==> config.mk <==
export PLATFORM = sky130hd
export DESIGN_NAME = mem_port_arbiter_flat
export DESIGN_NICKNAME = d
export VERILOG_FILES = /design/src/rtl/mem_port_arbiter_if.sv /design/src/rtl/mem_port_arbiter.sv /design/src/flat_wrapper.sv
export SDC_FILE = /design/constraint.sdc
export NUM_CORES = 1
export LEC_CHECK = 0
export ABC_AREA = 1
export CELL_PAD_IN_SITES_DETAIL_PLACEMENT = 0
export CELL_PAD_IN_SITES_GLOBAL_PLACEMENT = 2
export CORE_ASPECT_RATIO = 1.4
export CORE_UTILIZATION = 26
export CTS_CLUSTER_DIAMETER = 200
export DETAILED_ROUTE_END_ITERATION = 6
export GPL_TIMING_DRIVEN = 0
export PLACE_DENSITY_LB_ADDON = 0.1
export SETUP_SLACK_MARGIN = 0.4
export SLEW_MARGIN = 20
export SYNTH_ARGS = -nofsm -noshare
export SYNTH_HDL_FRONTEND = slang
export SYNTH_SLANG_ARGS = --single-unit
==> constraint.sdc <==
create_clock -name clk -period 3.2 [get_ports clk]
set_input_delay 0.32 -clock clk [delete_from_list [all_inputs] [get_ports clk]]
set_output_delay 0.32 -clock clk [all_outputs]
set_load 0.02 [all_outputs]
==> src/rtl/mem_port_arbiter_if.sv <==
// Signal bundle between the memory port arbiter, its two requesters (fetch and
// load/store) and the single-ported memory behind it.
interface mem_port_arbiter_if #(
  parameter int ADDR_W = 32,
  parameter int DATA_W = 32
);
  logic              if_req;
  logic [ADDR_W-1:0] if_addr;
  logic              if_gnt;
  logic              if_rvalid;
  logic [DATA_W-1:0] if_rdata;

  logic              dm_req;
  logic              dm_we;
  logic [ADDR_W-1:0] dm_addr;
  logic [DATA_W-1:0] dm_wdata;
  logic              dm_gnt;
  logic              dm_rvalid;
  logic [DATA_W-1:0] dm_rdata;

  logic              mem_req;
  logic              mem_we;
  logic [ADDR_W-1:0] mem_addr;
  logic [DATA_W-1:0] mem_wdata;
  logic              mem_ready;
  logic              mem_rvalid;
  logic [DATA_W-1:0] mem_rdata;

  logic              bus_err;

  // Environment side: requesters plus memory model.
  modport master (
    output if_req, if_addr, dm_req, dm_we, dm_addr, dm_wdata,
           mem_ready, mem_rvalid, mem_rdata,
    input  if_gnt, if_rvalid, if_rdata, dm_gnt, dm_rvalid, dm_rdata,
           mem_req, mem_we, mem_addr, mem_wdata, bus_err
  );

  // Arbiter side.
  modport slave (
    input  if_req, if_addr, dm_req, dm_we, dm_addr, dm_wdata,
           mem_ready, mem_rvalid, mem_rdata,
    output if_gnt, if_rvalid, if_rdata, dm_gnt, dm_rvalid, dm_rdata,
           mem_req, mem_we, mem_addr, mem_wdata, bus_err
  );
endinterface

==> src/rtl/mem_port_arbiter.sv <==
// Shares one single-ported memory between instruction fetch and load/store,
// one transaction in flight, data priority with a fetch anti-starvation streak.
module mem_port_arbiter #(
  parameter int ADDR_W        = 32,
  parameter int DATA_W        = 32,
  parameter int MAX_DM_STREAK = 4,
  parameter int TIMEOUT_CYC   = 16
) (
  input logic               clk,
  input logic               rst,
  mem_port_arbiter_if.slave bus
);

  typedef enum logic [1:0] {
    IDLE  = 2'd0,
    ISSUE = 2'd1,
    WAIT  = 2'd2
  } state_t;

  typedef enum logic {
    OWN_IF = 1'b0,
    OWN_DM = 1'b1
  } owner_t;

  localparam logic [3:0] STREAK_MAX = 4'(MAX_DM_STREAK);
  localparam logic [7:0] TMO_LAST   = 8'(TIMEOUT_CYC - 1);

  state_t            state_q, state_d;
  owner_t            owner_q, owner_d;
  logic [3:0]        streak_q, streak_d;
  logic [7:0]        tmo_q, tmo_d;

  logic              mem_req_q, mem_req_d;
  logic              mem_we_q, mem_we_d;
  logic [ADDR_W-1:0] mem_addr_q, mem_addr_d;
  logic [DATA_W-1:0] mem_wdata_q, mem_wdata_d;
  logic              if_gnt_q, if_gnt_d;
  logic              dm_gnt_q, dm_gnt_d;
  logic              if_rvalid_q, if_rvalid_d;
  logic              dm_rvalid_q, dm_rvalid_d;
  logic [DATA_W-1:0] if_rdata_q, if_rdata_d;
  logic [DATA_W-1:0] dm_rdata_q, dm_rdata_d;
  logic              bus_err_q, bus_err_d;

  // State and output registers; reset abandons any transaction in flight.
  always_ff @(posedge clk or negedge rst) begin
    if (!rst) begin
      state_q     <= IDLE;
      owner_q     <= OWN_IF;
      streak_q    <= 4'd0;
      tmo_q       <= 8'd0;
      mem_req_q   <= 1'b0;
      mem_we_q    <= 1'b0;
      mem_addr_q  <= {ADDR_W{1'b0}};
      mem_wdata_q <= {DATA_W{1'b0}};
      if_gnt_q    <= 1'b0;
      dm_gnt_q    <= 1'b0;
      if_rvalid_q <= 1'b0;
      dm_rvalid_q <= 1'b0;
      if_rdata_q  <= {DATA_W{1'b0}};
      dm_rdata_q  <= {DATA_W{1'b0}};
      bus_err_q   <= 1'b0;
    end else begin
      state_q     <= state_d;
      owner_q     <= owner_d;
      streak_q    <= streak_d;
      tmo_q       <= tmo_d;
      mem_req_q   <= mem_req_d;
      mem_we_q    <= mem_we_d;
      mem_addr_q  <= mem_addr_d;
      mem_wdata_q <= mem_wdata_d;
      if_gnt_q    <= if_gnt_d;
      dm_gnt_q    <= dm_gnt_d;
      if_rvalid_q <= if_rvalid_d;
      dm_rvalid_q <= dm_rvalid_d;
      if_rdata_q  <= if_rdata_d;
      dm_rdata_q  <= dm_rdata_d;
      bus_err_q   <= bus_err_d;
    end
  end

  // Next-state logic: arbitration in IDLE, memory handshake in ISSUE, response/timeout in WAIT.
  always_comb begin
    state_d     = state_q;
    owner_d     = owner_q;
    streak_d    = streak_q;
    tmo_d       = tmo_q;
    mem_req_d   = mem_req_q;
    mem_we_d    = mem_we_q;
    mem_addr_d  = mem_addr_q;
    mem_wdata_d = mem_wdata_q;
    if_gnt_d    = 1'b0;
    dm_gnt_d    = 1'b0;
    if_rvalid_d = 1'b0;
    dm_rvalid_d = 1'b0;
    if_rdata_d  = if_rdata_q;
    dm_rdata_d  = dm_rdata_q;
    bus_err_d   = 1'b0;

    case (state_q)
      IDLE: begin
        if (bus.if_req && (!bus.dm_req || (streak_q == STREAK_MAX))) begin
          owner_d     = OWN_IF;
          mem_req_d   = 1'b1;
          mem_we_d    = 1'b0;
          mem_addr_d  = bus.if_addr;
          mem_wdata_d = {DATA_W{1'b0}};
          if_gnt_d    = 1'b1;
          streak_d    = 4'd0;
          state_d     = ISSUE;
        end else if (bus.dm_req) begin
          owner_d     = OWN_DM;
          mem_req_d   = 1'b1;
          mem_we_d    = bus.dm_we;
          mem_addr_d  = bus.dm_addr;
          mem_wdata_d = bus.dm_wdata;
          dm_gnt_d    = 1'b1;
          // Only a waiting fetch makes consecutive data grants count as a streak.
          if (!bus.if_req) begin
            streak_d = 4'd0;
          end else if (streak_q != STREAK_MAX) begin
            streak_d = streak_q + 4'd1;
          end else begin
            streak_d = streak_q;
          end
          state_d     = ISSUE;
        end else begin
          state_d = IDLE;
        end
      end

      ISSUE: begin
        if (bus.mem_ready) begin
          mem_req_d = 1'b0;
          if (mem_we_q) begin
            dm_rvalid_d = 1'b1;
            dm_rdata_d  = {DATA_W{1'b0}};
            state_d     = IDLE;
          end else begin
            tmo_d   = 8'd0;
            state_d = WAIT;
          end
        end else begin
          state_d = ISSUE;
        end
      end

      WAIT: begin
        // Real data takes precedence even in the expiry cycle.
        if (bus.mem_rvalid) begin
          if (owner_q == OWN_DM) begin
            dm_rvalid_d = 1'b1;
            dm_rdata_d  = bus.mem_rdata;
          end else begin
            if_rvalid_d = 1'b1;
            if_rdata_d  = bus.mem_rdata;
          end
          state_d = IDLE;
        end else if (tmo_q == TMO_LAST) begin
          if (owner_q == OWN_DM) begin
            dm_rvalid_d = 1'b1;
            dm_rdata_d  = {DATA_W{1'b0}};
          end else begin
            if_rvalid_d = 1'b1;
            if_rdata_d  = {DATA_W{1'b0}};
          end
          bus_err_d = 1'b1;
          state_d   = IDLE;
        end else begin
          tmo_d   = tmo_q + 8'd1;
          state_d = WAIT;
        end
      end

      default: begin
        mem_req_d = 1'b0;
        state_d   = IDLE;
      end
    endcase
  end

  assign bus.mem_req   = mem_req_q;
  assign bus.mem_we    = mem_we_q;
  assign bus.mem_addr  = mem_addr_q;
  assign bus.mem_wdata = mem_wdata_q;
  assign bus.if_gnt    = if_gnt_q;
  assign bus.dm_gnt    = dm_gnt_q;
  assign bus.if_rvalid = if_rvalid_q;
  assign bus.dm_rvalid = dm_rvalid_q;
  assign bus.if_rdata  = if_rdata_q;
  assign bus.dm_rdata  = dm_rdata_q;
  assign bus.bus_err   = bus_err_q;

endmodule

==> src/flat_wrapper.sv <==
// flat-port wrapper written by rule: the top's interface ports become plain ports
module mem_port_arbiter_flat 
#(
  parameter int ADDR_W        = 32,
  parameter int DATA_W        = 32,
  parameter int MAX_DM_STREAK = 4,
  parameter int TIMEOUT_CYC   = 16
)
  (clk, rst, bus_if_req, bus_if_addr, bus_dm_req, bus_dm_we, bus_dm_addr, bus_dm_wdata, bus_mem_ready, bus_mem_rvalid, bus_mem_rdata, bus_if_gnt, bus_if_rvalid, bus_if_rdata, bus_dm_gnt, bus_dm_rvalid, bus_dm_rdata, bus_mem_req, bus_mem_we, bus_mem_addr, bus_mem_wdata, bus_bus_err);
  mem_port_arbiter_if #(.ADDR_W(ADDR_W), .DATA_W(DATA_W)) bus_i ();
  input logic clk;
  input logic rst;
  input wire logic [$bits(bus_i.if_req)-1:0] bus_if_req;
  input wire logic [$bits(bus_i.if_addr)-1:0] bus_if_addr;
  input wire logic [$bits(bus_i.dm_req)-1:0] bus_dm_req;
  input wire logic [$bits(bus_i.dm_we)-1:0] bus_dm_we;
  input wire logic [$bits(bus_i.dm_addr)-1:0] bus_dm_addr;
  input wire logic [$bits(bus_i.dm_wdata)-1:0] bus_dm_wdata;
  input wire logic [$bits(bus_i.mem_ready)-1:0] bus_mem_ready;
  input wire logic [$bits(bus_i.mem_rvalid)-1:0] bus_mem_rvalid;
  input wire logic [$bits(bus_i.mem_rdata)-1:0] bus_mem_rdata;
  output wire logic [$bits(bus_i.if_gnt)-1:0] bus_if_gnt;
  output wire logic [$bits(bus_i.if_rvalid)-1:0] bus_if_rvalid;
  output wire logic [$bits(bus_i.if_rdata)-1:0] bus_if_rdata;
  output wire logic [$bits(bus_i.dm_gnt)-1:0] bus_dm_gnt;
  output wire logic [$bits(bus_i.dm_rvalid)-1:0] bus_dm_rvalid;
  output wire logic [$bits(bus_i.dm_rdata)-1:0] bus_dm_rdata;
  output wire logic [$bits(bus_i.mem_req)-1:0] bus_mem_req;
  output wire logic [$bits(bus_i.mem_we)-1:0] bus_mem_we;
  output wire logic [$bits(bus_i.mem_addr)-1:0] bus_mem_addr;
  output wire logic [$bits(bus_i.mem_wdata)-1:0] bus_mem_wdata;
  output wire logic [$bits(bus_i.bus_err)-1:0] bus_bus_err;
  assign bus_i.if_req = bus_if_req;
  assign bus_i.if_addr = bus_if_addr;
  assign bus_i.dm_req = bus_dm_req;
  assign bus_i.dm_we = bus_dm_we;
  assign bus_i.dm_addr = bus_dm_addr;
  assign bus_i.dm_wdata = bus_dm_wdata;
  assign bus_i.mem_ready = bus_mem_ready;
  assign bus_i.mem_rvalid = bus_mem_rvalid;
  assign bus_i.mem_rdata = bus_mem_rdata;
  assign bus_if_gnt = bus_i.if_gnt;
  assign bus_if_rvalid = bus_i.if_rvalid;
  assign bus_if_rdata = bus_i.if_rdata;
  assign bus_dm_gnt = bus_i.dm_gnt;
  assign bus_dm_rvalid = bus_i.dm_rvalid;
  assign bus_dm_rdata = bus_i.dm_rdata;
  assign bus_mem_req = bus_i.mem_req;
  assign bus_mem_we = bus_i.mem_we;
  assign bus_mem_addr = bus_i.mem_addr;
  assign bus_mem_wdata = bus_i.mem_wdata;
  assign bus_bus_err = bus_i.bus_err;
  mem_port_arbiter #(.ADDR_W(ADDR_W), .DATA_W(DATA_W), .MAX_DM_STREAK(MAX_DM_STREAK), .TIMEOUT_CYC(TIMEOUT_CYC)) u_core (.clk(clk), .rst(rst), .bus(bus_i));
endmodule
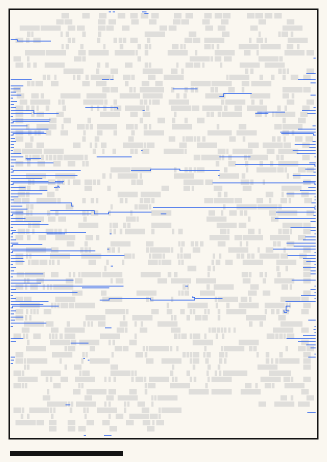
*Met3 routing, run 1*
Bar = 50 um. Cells faint in the background.
longest straight run	71.3 um
nets with wire on the layer	179
wire length on this layer	1690 um
main direction	horizontal

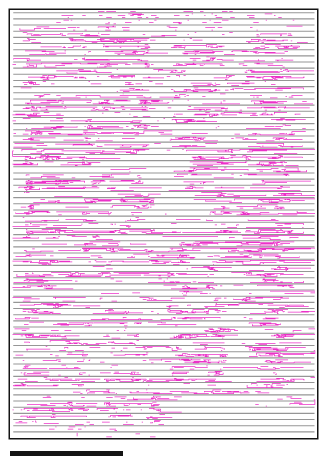
*The metal 1 layer, run 1*
Bar = 50 um. Supply wires on this layer in gray.
longest straight run	58.0 um
share of all routed wire	41%
nets with wire on the layer	966
main direction	horizontal

==> out/results.ini, run 1 <==
[placement]
place_inst = 1294
hpwl_um = 15890
io_buffers = 268

[clock_tree]
cts_root_buf = clkbuf_16
post_cts_buffers = 0
h-tree-depth = 4
cts_resized = 0
tritoncts = yes
clk_latency_ps = 420
clk_pin_slew_worst_paths_ps = 60
cts_made_buffers = 17

[worst_setup_path]
start_kind = register
end_kind = register
slowest_delay_ps = 410
required_ps = 3560
critPathKind = register to register
crit_chain = inv_1 -> ha_1 -> nand3_1 -> nand2_1 -> nand2_2 -> nand2_1 -> inv_2 -> buf_4 -> nand2_1 -> nand2_1
cp_data_arrival_time_ps = 2170
rr_startpoint = u_core.streak_q[0]
critPathSlowestCell = dfrtp_1
crit_family = simple AND/OR/NAND/NOR gates

[yosys]
netlist_instances = 709
synthArstFlopShare_pct = 100.0
logic_family = simple AND/OR/NAND/NOR gates
syn_avg_cell_area_um2 = 9.147
adder_share_pct = 1.351
ys_cells = 709
ys_sh_aoi_pct = 15.82
ys_seq_share_pct = 57.88
yosys.area.top_type = dfrtp_1
ys_sh_simple_pct = 19.51
edf_count = 0
synth.net_count = 851
synth_area_um2 = 6485
area_leaders = dfrtp_1, nand2_1, a21oi_1

[route]
vias = 5963
routed_wl_um = 21700
wl_per_cell_um = 16.34
drcViolationCount = 0

[floorplanning]
dieArea_um2 = 25590
tapCellCount = 315
dieHeight_um = 188.9
fp-utilization_pct = 26.37
core_um2 = 24590
rows = 68

[cells_and_area]
final_util_pct = 41.74
seq_share_pct = 36.58
final_common_cell = clkdlybuf4s50_1
syn2layout_area_growth_pct = 58.25
clkbuf_count = 21
non_clock_inverter_count = 21
stdcell_area_um2 = 10260
fillCellCount = 2573
n_all_buffers = 313
lay_top_cells = clkdlybuf4s50_1, nand2_1, dfrtp_1
comb_share_pct = 23.43

[hold_path]
holdCritStartpoint = bus_if_req
hp-class = primary input to register

[timing]
max_freq_mhz = 551.7
hold_viol = 0
setup_ws_ps = 1388
rsz0062_at_grt = no
fin_crit_ps = 1812
finalSetupViolCount = 0
tns_ps = 0
clock-skew-final_ps = 9.050

[run_status]
status = finished, final reports clean

[global_route]
grt_max_degree = 61
antenna_found_initial = 1
grt_use_total_pct = 17.77

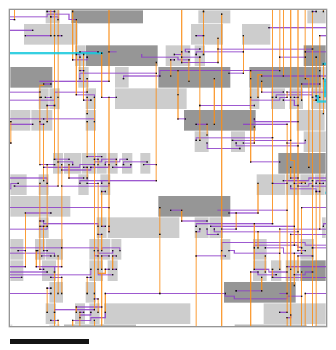
*Layout detail, run 1*
Bar = 10 um. Region (82, 27) to (122, 67) um. Cells in gray, sequential cells in the stronger gray; small squares are vias.
color	layer
purple	M1
orange	M2
cyan	M3
sequential cells in the window	9
netlist names of flops here include	`u_core.bus.if_rdata` (5), `u_core.tmo_q` (2)
most frequent	nand2_1 (20), o21ai_0 (13), dfrtp_1 (9)
cells with their middle in the window	77

==> run 1: per-layer routing <==
metal | up-vias | wire [um] | track usage (%)
met5 | - | 0 | 0
met4 | 0 | 451 | 6.655
met3 | 27 | 1692 | 6.292
met2 | 216 | 10660 | 29.98
met1 | 2801 | 8893 | 20.43
li1 | 2919 | - | -
==> run 1: path summary, 6_finish.rpt <==
| check | to | slack (ps) | cells after the start |
|---|---|---|---|
| worst max-delay path | u_core.bus.mem_wdata[27] | 1390 | 10 |
| worst min-delay path | u_core.bus.mem_addr[0] | 230 | 3 |
| worst max register to register | u_core.bus.mem_wdata[27] | 1390 | 10 |
| worst min register to register | u_core.bus.mem_wdata[4] | 470 | 2 |
| max in group asynchronous | u_core.bus.mem_addr[18] | 2190 | 3 |
| min in group asynchronous | u_core.bus.dm_rdata[8] | 370 | 2 |
## Run 2: what changed since run 1
--- a/config.mk
+++ b/config.mk
@@ -9,7 +9,7 @@
 export CELL_PAD_IN_SITES_DETAIL_PLACEMENT = 0
 export CELL_PAD_IN_SITES_GLOBAL_PLACEMENT = 2
 export CORE_ASPECT_RATIO = 1.4
-export CORE_UTILIZATION = 26
+export CORE_UTILIZATION = 22
 export CTS_CLUSTER_DIAMETER = 200
 export DETAILED_ROUTE_END_ITERATION = 6
 export GPL_TIMING_DRIVEN = 0
==> constraint.sdc (replaced) <==
create_clock -name clk -period 1.6 [get_ports clk]
set_input_delay 0.16 -clock clk [delete_from_list [all_inputs] [get_ports clk]]
set_output_delay 0.16 -clock clk [all_outputs]
set_load 0.02 [all_outputs]
==> run 2 against run 1 <==
Effect of this change: non-clock buffer count grew 59; die area up 18%; the flow now finishes with violations (negative setup slack); flip-flop count did not move; routed wire length is 13% higher; count of clock-buffer cells in the layout fell by 1.
==> out/results.ini, run 2 <==
[run_status]
status = complete, but fails checks  ; was finished, final reports clean
violations = negative setup slack

[route]
drcViolationCount = 0  ; unchanged
route.met3.wl_um = 1603  ; was 1692 um
routed_wl_um = 24560  ; was 21700 um
top_layer_used = met4  ; unchanged
vias = 6271  ; was 5963
wl_met2_um = 12560  ; was 10660 um
wl_per_cell_um = 16.91  ; was 16.34 um

[floorplanning]
dieArea_um2 = 30180  ; was 25590 um^2
tapCellCount = 380  ; was 315
core_um2 = 29070  ; was 24590 um^2
dieHeight_um = 205.1  ; was 188.9 um

[timing]
setup_ws_ps = -2.287  ; was 1388 ps
fin_crit_ps = 1602  ; was 1812 ps
rsz0062_at_grt = yes  ; was no
finalSetupViolCount = 5  ; was 0
clock-skew-final_ps = 10.01  ; was 9.050 ps

[cells_and_area]
fillCellCount = 3017  ; was 2573
final_util_pct = 39.67  ; was 41.74%
syn2layout_area_growth_pct = 77.85  ; was 58.25%
seq_share_pct = 32.62  ; was 36.58%
lay_top_cells = nand2_1, dfrtp_1, clkdlybuf4s50_1  ; was clkdlybuf4s50_1, nand2_1, dfrtp_1
final_common_cell = nand2_1  ; was clkdlybuf4s50_1
comb_share_pct = 27.29  ; was 23.43%

[hold_path]
holdPathEnd = u_core.bus.mem_addr[1]  ; was u_core.bus.mem_addr[0]
holdCritStartpoint = bus_if_req  ; unchanged
hp-class = primary input to register  ; unchanged

[yosys]
edf_count = 0  ; unchanged
syn_avg_cell_area_um2 = 9.147  ; unchanged
yosys.area.top_type = dfrtp_1  ; unchanged
ys_cells = 709  ; unchanged
area_leaders = dfrtp_1, nand2_1, a21oi_1  ; unchanged

[worst_setup_path]
start_kind = register  ; unchanged
required_ps = 1920  ; was 3560 ps
crit_chain = inv_4 -> ha_4 -> inv_4 -> nor2_4 -> inv_4 -> buf_6 -> buf_4 -> nand2_1 -> nand2_1  ; was inv_1 -> ha_1 -> nand3_1 -> nand2_1 -> nand2_2 -> nand2_1 -> inv_2 -> buf_4 -> nand2_1 -> nand2_1
critPathSlowestCell = dfrtp_2  ; was dfrtp_1
end_kind = register  ; unchanged
critical_path_cell_count = 9  ; was 10
r2r_setup_slack_ps = -2  ; was 1390 ps
slowest_delay_ps = 450  ; was 410 ps
rr_worst_depth = 9  ; was 10

[clock_tree]
cts_resized = 377  ; was 0
tritoncts = yes  ; unchanged
clk_pin_slew_worst_paths_ps = 70  ; was 60 ps

[global_route]
grt_use_met2_pct = 27.68  ; was 29.98%
global_route.usage.met1_pct = 19.28  ; was 20.43%
busiest_layer = met2  ; unchanged
grt_max_degree = 55  ; was 61

[placement]
place_inst = 1359  ; was 1294
hpwl_um = 16520  ; was 15890 um

-- run 2: cell families (layout without fill, tap and decap cells) --
| logic type | Yosys count | after routing | share of synthesized area, % |
|---|---|---|---|
| AND/OR/NAND/NOR | 308 | 309 | 19.51 |
| AND-OR/OR-AND | 178 | 178 | 15.82 |
| flip-flops | 150 | 150 | 57.88 |
| buffers and inverters | 63 | 424 | 5.035 |
| adder cells (fa/ha/maj) | 7 | 7 | 1.351 |
| XOR/XNOR | 3 | 3 | 0.4052 |
| other | 0 | 1 | 0 |
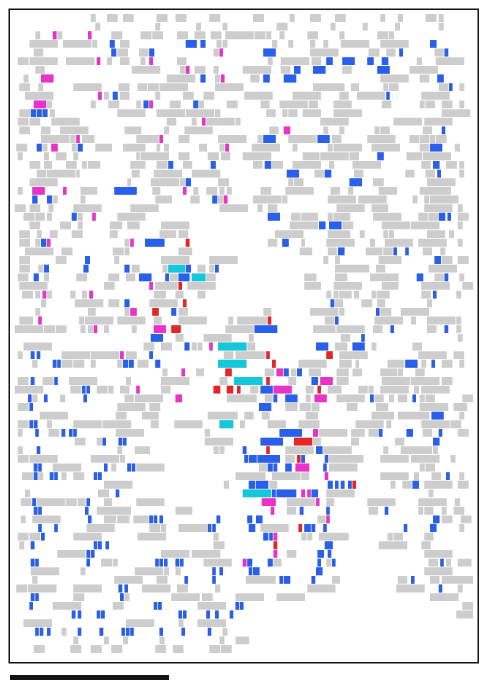
*Logic cells by family, run 2*
Bar = 50 um.
color	family	cells	most used
red	inv cells	21	inv_1
magenta	nor cells	52	nor2_1
cyan	fa/ha/maj cells	7	ha_4
blue	nand cells	257	nand2_1

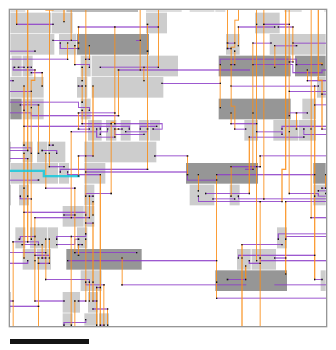
*Layout detail, run 2*
Bar = 10 um. Region (90, 31) to (130, 71) um. Cells in gray, sequential cells in the stronger gray; small squares are vias.
color	layer
cyan	M3
purple	M1
orange	M2
netlist names of flops here include	`u_core.bus.if_rdata` (3), `u_core.tmo_q` (2)
most frequent	nand2_1 (15)
sequential cells in the window	6
cells with their middle in the window	62

## Run 3: what changed since run 2
--- a/config.mk
+++ b/config.mk
@@ -13,7 +13,7 @@
 export CTS_CLUSTER_DIAMETER = 200
 export DETAILED_ROUTE_END_ITERATION = 6
 export GPL_TIMING_DRIVEN = 0
-export PLACE_DENSITY_LB_ADDON = 0.1
+export PLACE_DENSITY = 0.77
 export SETUP_SLACK_MARGIN = 0.4
 export SLEW_MARGIN = 20
 export SYNTH_ARGS = -nofsm -noshare
==> constraint.sdc (replaced) <==
create_clock -name clk -period 1.6 [get_ports clk]
set_input_delay 0.16 -clock clk [delete_from_list [all_inputs] [get_ports clk]]
set_output_delay 0.16 -clock clk [all_outputs]
set_load 0.1 [all_outputs]
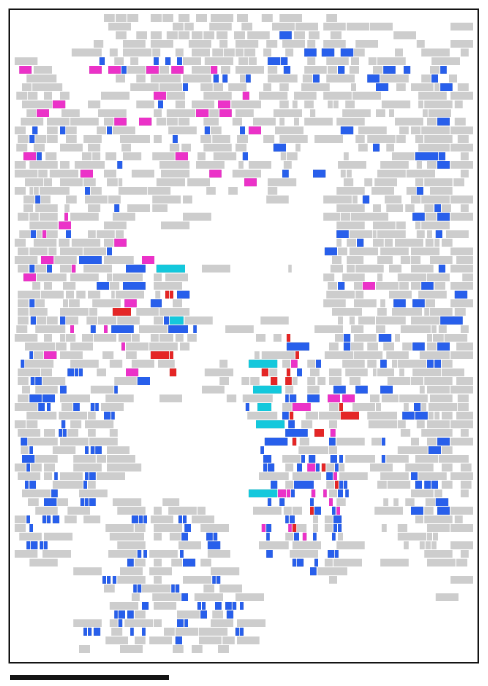
*Logic cells by family, run 3*
Bar = 50 um.
color	family	cells	most used
cyan	fa/ha/maj cells	7	ha_4
magenta	nor cells	52	nor2_4
red	inv cells	21	inv_1
blue	nand cells	258	nand2_1

==> run 3 against run 2 <==
Effect of this change: the flow still finishes with violations (negative setup slack); first-iteration DRC count up 19%; final cell count up 5.4%; routed wire length up 7.3%; final area up 30%; critical endpoint is now u_core.bus.dm_rdata[7]; largest cell class is now buffers; highest routed layer unchanged.
==> out/results.ini, run 3 <==
[global_route]
global_route.usage.met1_pct = 18.37  ; was 19.28%
antenna_found_initial = 0  ; unchanged
grt_max_degree = 86  ; was 55
use_met3_pct = 5.434  ; was 5.011%

[yosys]
ys_seq_share_pct = 57.88  ; unchanged
netlist_instances = 709  ; unchanged
syn_avg_cell_area_um2 = 9.147  ; unchanged
yosys.area.top_type = dfrtp_1  ; unchanged
edf_count = 0  ; unchanged

[worst_setup_path]
r2r_setup_slack_ps = -60  ; was -2 ps
start_kind = register  ; unchanged
critPathSlowestCell = dfrtp_2  ; unchanged
cp-endpoint = u_core.bus.dm_rdata[7]  ; was u_core.bus.mem_wdata[21]
rr_startpoint = u_core.state_q[1]  ; unchanged

[clock_tree]
clk_latency_ps = 430  ; about the same
tritoncts = yes  ; unchanged
clk_pin_slew_worst_paths_ps = 70  ; about the same

[run_status]
status = complete, but fails checks  ; unchanged
violations = negative setup slack  ; unchanged

[cells_and_area]
final_util_pct = 51.61  ; was 39.67%
seq_share_pct = 25.34  ; was 32.62%
fillCellCount = 2545  ; was 3017
final_common_cell = buf_12  ; was nand2_1
comb_share_pct = 25.72  ; was 27.29%

[timing]
setup_ws_ps = -57.38  ; was -2.287 ps
clock-skew-final_ps = 14.11  ; was 10.01 ps
finalSetupViolCount = 30  ; was 5
hold_viol = 0  ; unchanged
max_freq_mhz = 603.4  ; was 624.1 MHz
fin_crit_ps = 1657  ; was 1602 ps

[floorplanning]
core_um2 = 29070  ; unchanged

[hold_path]
holdCritStartpoint = bus_if_req  ; unchanged
holdPathEnd = u_core.bus.mem_addr[1]  ; unchanged

[route]
wl_per_cell_um = 17.21  ; was 16.91 um
wl_met1_um = 9813  ; was 10090 um
wl_met2_um = 14400  ; was 12560 um

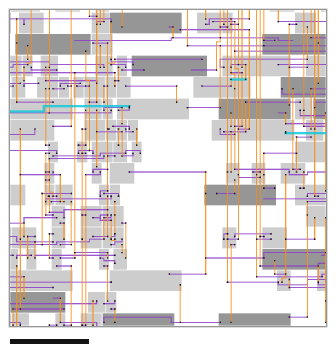
*Layout detail, run 3*
Bar = 10 um. Region (90, 31) to (130, 71) um. Cells in gray, sequential cells in the stronger gray; small squares are vias.
color	layer
cyan	M3
purple	M1
orange	M2
netlist names of flops here include	`u_core.tmo_q` (4), `u_core.bus.dm_rdata` (3), `u_core.bus.if_rdata` (3)
cells with their middle in the window	87
most frequent	nand2_1 (17), buf_4 (9)
sequential cells in the window	11

[run 3: cell counts after synthesis]
No cell type changed its count.
[run 3: worst max-delay path, delay by kind of cell (launching register included)]
| kind | cells | cell delay (ps) |
|---|---|---|
| compound gates | 1 | 40 |
| simple gates | 3 | 390 |
| flops | 1 | 420 |
| fa+ha+maj | 1 | 280 |
| buf+inv | 4 | 420 |
[run 3: kinds of logic after synthesis]
family	Yosys count	synth area share, %
simple gates	308	19.51
fa+ha+maj	7	1.351
buf+inv	63	5.035
compound gates	178	15.82
flops	150	57.88
xor+xnor	3	0.4052
